Figure 1. Where the registers sit.
The bar under the picture is 20 um long.
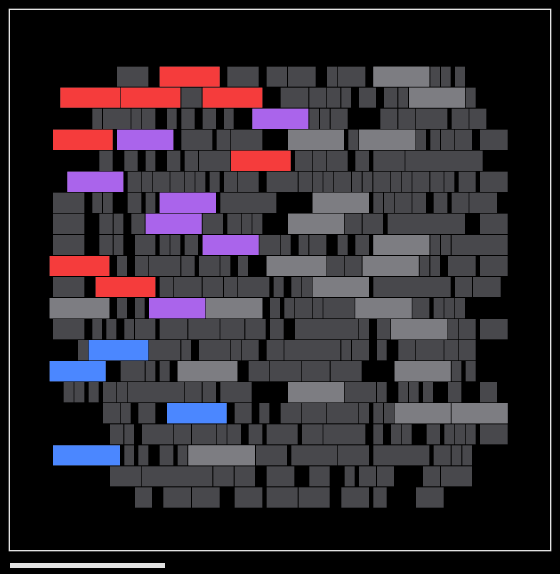
Figure 2. Clock nets.
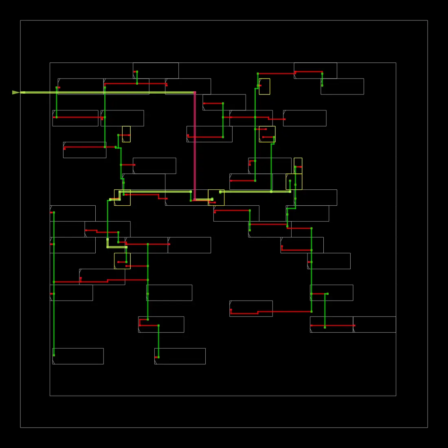
Figure 3. Clock distribution.
The bar under the picture is 20 um long.
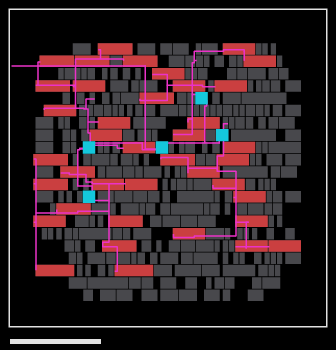
Figure 4. Cell classes on the final placement.
Fill, decap, tap and diode cells in gray.
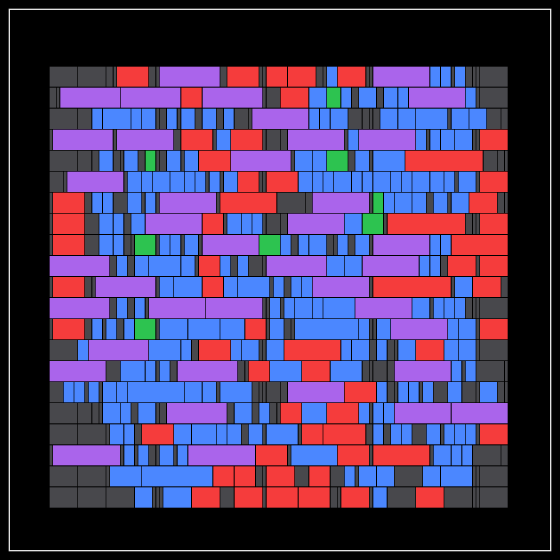
## config.mk

```make
export PLATFORM = sky130hd
export DESIGN_NAME = somador_serial
export DESIGN_NICKNAME = d
export VERILOG_FILES = /design/src/rtl/somador_serial.sv
export SDC_FILE = /design/constraint.sdc
export NUM_CORES = 1
export LEC_CHECK = 0
export ABC_AREA = 1
export CORE_MARGIN = 5
export CORE_UTILIZATION = 50
export DETAILED_ROUTE_END_ITERATION = 12
export PLACE_DENSITY = 0.76
export SETUP_SLACK_MARGIN = 0.2
export SYNTH_ARGS = -nofsm -noshare
export SYNTH_HDL_FRONTEND = slang
export SYNTH_SLANG_ARGS = --single-unit
```

## constraint.sdc

```tcl
create_clock -name clk -period 1.3 [get_ports clk]
set_input_delay 0.325 -clock clk [delete_from_list [all_inputs] [get_ports clk]]
set_output_delay 0.325 -clock clk [all_outputs]
set_load 0.02 [all_outputs]
```

## src/rtl/somador_serial.sv

```systemverilog
// Bit-serial N-bit adder around the 1-bit full adder somador; optional ovf port via SOMADOR_SERIAL_OVF_EN.
// Latency: start accepted at edge k gives a done pulse after edge k+N. start is only honoured while pronto, with no queuing.

module somador (
  input  logic a,
  input  logic b,
  input  logic c,
  output logic saida1,
  output logic saida2
);
  assign saida1 = a ^ b ^ c;
  assign saida2 = (a & b) | (c & (a ^ b));
endmodule

module somador_serial #(
  parameter int N = 8
) (
  input  logic         clk,
  input  logic         reset,
  input  logic         start,
  input  logic [N-1:0] a_in,
  input  logic [N-1:0] b_in,
  input  logic         cin,
  output logic         pronto,
  output logic         busy,
  output logic         done,
  output logic [N-1:0] soma,
  output logic         cout
`ifdef SOMADOR_SERIAL_OVF_EN
  ,
  output logic         ovf
`endif
);

  localparam int CW = $clog2(N) + 1;
  localparam logic [CW-1:0] ULTIMO = CW'(N - 1);

  typedef enum logic [1:0] {
    IDLE = 2'd0,
    SOMA = 2'd1,
    FIM  = 2'd2
  } estado_t;

  estado_t       estado;
  estado_t       prox;
  logic [N-1:0]  op_a;
  logic [N-1:0]  op_b;
  logic [N-1:0]  acum;
  logic          carry;
  logic [CW-1:0] cnt;
  logic          s_bit;
  logic          c_bit;
  logic          ultimo_bit;

  somador u_somador (
    .a      (op_a[0]),
    .b      (op_b[0]),
    .c      (carry),
    .saida1 (s_bit),
    .saida2 (c_bit)
  );

  assign ultimo_bit = (estado == SOMA) && (cnt == ULTIMO);

  always_ff @(posedge clk) begin
    if (!reset) begin
      estado <= IDLE;
    end else begin
      estado <= prox;
    end
  end

  always_comb begin
    prox   = estado;
    pronto = 1'b0;
    busy   = 1'b0;
    done   = 1'b0;
    case (estado)
      IDLE: begin
        pronto = 1'b1;
        if (start) prox = SOMA;
      end
      SOMA: begin
        busy = 1'b1;
        if (cnt == ULTIMO) prox = FIM;
      end
      FIM: begin
        done = 1'b1;
        prox = IDLE;
      end
      default: prox = IDLE;
    endcase
  end

  // Sum bits enter at the MSB so bit 0 lands at the LSB after N shifts.
  always_ff @(posedge clk) begin
    if (!reset) begin
      op_a  <= '0;
      op_b  <= '0;
      acum  <= '0;
      carry <= 1'b0;
      cnt   <= '0;
      soma  <= '0;
      cout  <= 1'b0;
    end else if (estado == IDLE) begin
      if (start) begin
        op_a  <= a_in;
        op_b  <= b_in;
        carry <= cin;
        cnt   <= '0;
      end
    end else if (estado == SOMA) begin
      op_a  <= {1'b0, op_a[N-1:1]};
      op_b  <= {1'b0, op_b[N-1:1]};
      acum  <= {s_bit, acum[N-1:1]};
      carry <= c_bit;
      cnt   <= cnt + 1'b1;
      if (ultimo_bit) begin
        soma <= {s_bit, acum[N-1:1]};
        cout <= c_bit;
      end
    end
  end

`ifdef SOMADOR_SERIAL_OVF_EN
  // carry holds the carry into the MSB during the final SOMA cycle.
  always_ff @(posedge clk) begin
    if (!reset) begin
      ovf <= 1'b0;
    end else if (ultimo_bit) begin
      ovf <= carry ^ c_bit;
    end
  end
`endif

endmodule
```

==> metrics.yaml <==
worst_setup_path:
  path_depth: 9
  crit_chain: "buf_6, buf_6, o21ai_4, buf_6, buf_6, buf_12, nand2_2, nand2_2, nor2_1"
  end_of_the_worst_register_to_register_path: "op_b[6]"
  setup.worst_path.start: "estado[0]"
  worst_path_most_repeated_cell: "sky130_fd_sc_hd__buf_6"
  critical_path.reg2reg.startpoint: "estado[0]"
  reg2reg_slack_ns: -0.07
  timing.setup.critical_path_class: "flop to flop"
  critPathMaxStageDelay_ns: 0.38
  cp-end-kind: "flop"
  worst_setup_path_start_kind: "flop"
  worst_r2r_path_depth: 9
  worst-endpoint-required_ns: 1.53
final_timing:
  fmax_mhz: 731.7
  final_min_period_over_clock_period_pct: 105.1
  hold_slack_ns: 0.4692
  finalSetupViolCount: 17
  period_needed_ns: 1.367
  worst_slew_margin_rel_pct: 82.85
  slew_viol_final: 0
  setup_slack_ns: -0.06669
route:
  drc_errors: 0
  detail_route.wl_per_cell_um: 13.42
  vias: 1768
logic_synthesis:
  yosysUniqueCellTypes: 21
  yosys-top-cells-count: "sky130_fd_sc_hd__nand2_1 (69), sky130_fd_sc_hd__dfxtp_1 (39), sky130_fd_sc_hd__nor2_1 (39)"
  async_reset_ff_share_pct: 0
  synth_top_cell_by_count: "sky130_fd_sc_hd__nand2_1"
  yosys-stat-cells: 256
  syn_area_um2: 1789
  synth.yosys.warnings: 0
  cells_after_synth: 256
place:
  dp.cells: 333
  place_ws_ns: -0.2313
  port-buffer-count: 31
  post-dp-hpwl_um: 2485
clocking:
  cts_tree: "built"
  clkTransAtPathRegs_ns: 0.12
grt:
  antenna_violations_before_repair: 0
  use_met1_pct: 22.42
  vias_in_the_first_global_route: 1770
  track_usage_pct: 19.21
  grt_overflow: 0
  grt-busiest-layer: "met2"
floorplanning:
  die_y_um: 69.82
  rows: 21
  initCoreUtil_pct: 52.79
  die.size.x_um: 69.82
worst_hold_path:
  hold_start: "soma[4]"
  min_path_cells: 2
pwr:
  power.static_leakage_uw: 0.001189
  power.density_cell_area_nw_per_um2: 940.2
  peakVddDrop_mv: 0.7040
run_status:
  result_of_the_run: "finished with violations"
  violations: "setup timing"
finish:
  mostFrequentLayoutCells: "sky130_fd_sc_hd__nand2_1 (44), sky130_fd_sc_hd__nor2_1 (31), sky130_fd_sc_hd__dfxtp_1 (24)"
  reg_top3: "op_a (8), op_b (8), soma (8)"
  area.combinational_um2: 1041
  layout-drive-gt1-share_pct: 38.14
  final_nets: 333
  n_antenna_cell: 0
  finalNonFillerCells: 358
  area.growth.synth_to_final_pct: 52.52
  lay_top_count: "sky130_fd_sc_hd__nand2_1"
flow_run:
  warning_count: 29
## Picture notes: Figure 1
[blue] cnt | sequential cells: 4
[purple] acum | sequential cells: 7
[red] soma | sequential cells: 8 | where: top left
not colored: 20
Seq area share: 29.48%
register area: 804.5 um2
Finished Core Util: 80.51%
power consumed by sequential cells: 1320 uW

## Picture notes: Figure 2
clkbuf count: 7
clk_lat worst skew: 0.33 ns
TritonCTS Sinks: 39

## Picture notes: Figure 3
[red] flip-flops | count: 39
[cyan] clock drivers | count: 5
[magenta] clock wires | length: 427 um
routed clock nets: 6
post-route clock skew: 0.008606 ns
power in the clock group: 585 uW
relative contribution of the clock network to total power: 22.8%

## Picture notes: Figure 4
[red] remaining buffers and delay cells | cells: 59 | share of their area: 25%
[green] clock drivers and dummy loads | cells: 8 | share of their area: 1.9%
[purple] sequential cells | cells: 39 | share of their area: 30%
[blue] combinational and other logic | cells: 206 | share of their area: 43%
Core Area: 3390 um2
total non-filler cell area in the finished layout: 2729 um2

==> final cells by class <==
| cell class | instances | share of cell area, % |
|---|---|---|
| Multi-Input combinational cell | 181 | 38.15 |
| Sequential cell | 39 | 29.48 |
| Timing Repair Buffer | 59 | 24.90 |
| Inverter | 25 | 3.530 |
| Tap cell | 46 | 2.109 |
| Clock buffer | 7 | 1.651 |
| Clock inverter | 1 | 0.1834 |
==> routing by layer <==
metal / up-vias / wire length (um)
met3: 4 / 171
met1: 830 / 2056
met4: 0 / 36
li1: 903 / -
met5: - / 0
met2: 31 / 2540
==> stage by stage <==
stage | total power [uW] | utilization [%]
2_1_floorplan | 1627 | -
3_3_place_gp | 1764 | 65.04
3_5_place_dp | 1774 | 65.04
4_1_cts | 2450 | 73.90
5_1_grt | 2687 | 80.51
6_report | 2566 | 80.51
==> timing repair <==
action,4_1_cts,5_1_grt
cloned,4,0
pin swaps,9,10
endpoints found under the setup margin,51,51
gates resized,115,46
setup buffers,5,8
==> how the worst max path moves through the flow <==
stage | slack [ns] | end
CTS | -0.07 | busy
global route | -0.11 | op_b[6]
finish | -0.07 | op_b[6]
global placement | -0.21 | busy
floorplan | 0.19 | soma[5]
detailed placement | -0.23 | busy
==> power breakdown <==
group          internal, uW  switching, uW
Combinational           332            332
Clock                   211            374
Sequential             1270           44.9
Total                  1810            751
==> cell families (layout without fill, tap and decap cells) <==
| logic type | Yosys count | count (layout) | share of synthesized area, % |
|---|---|---|---|
| AND-OR/OR-AND | 31 | 31 | 9.511 |
| adder cells (fa/ha/maj) | 2 | 2 | 1.818 |
| buffers and inverters | 37 | 92 | 9.580 |
| flip-flops | 39 | 39 | 43.64 |
| AND/OR/NAND/NOR | 147 | 148 | 35.45 |
Power and IR drop assume default switching activity.
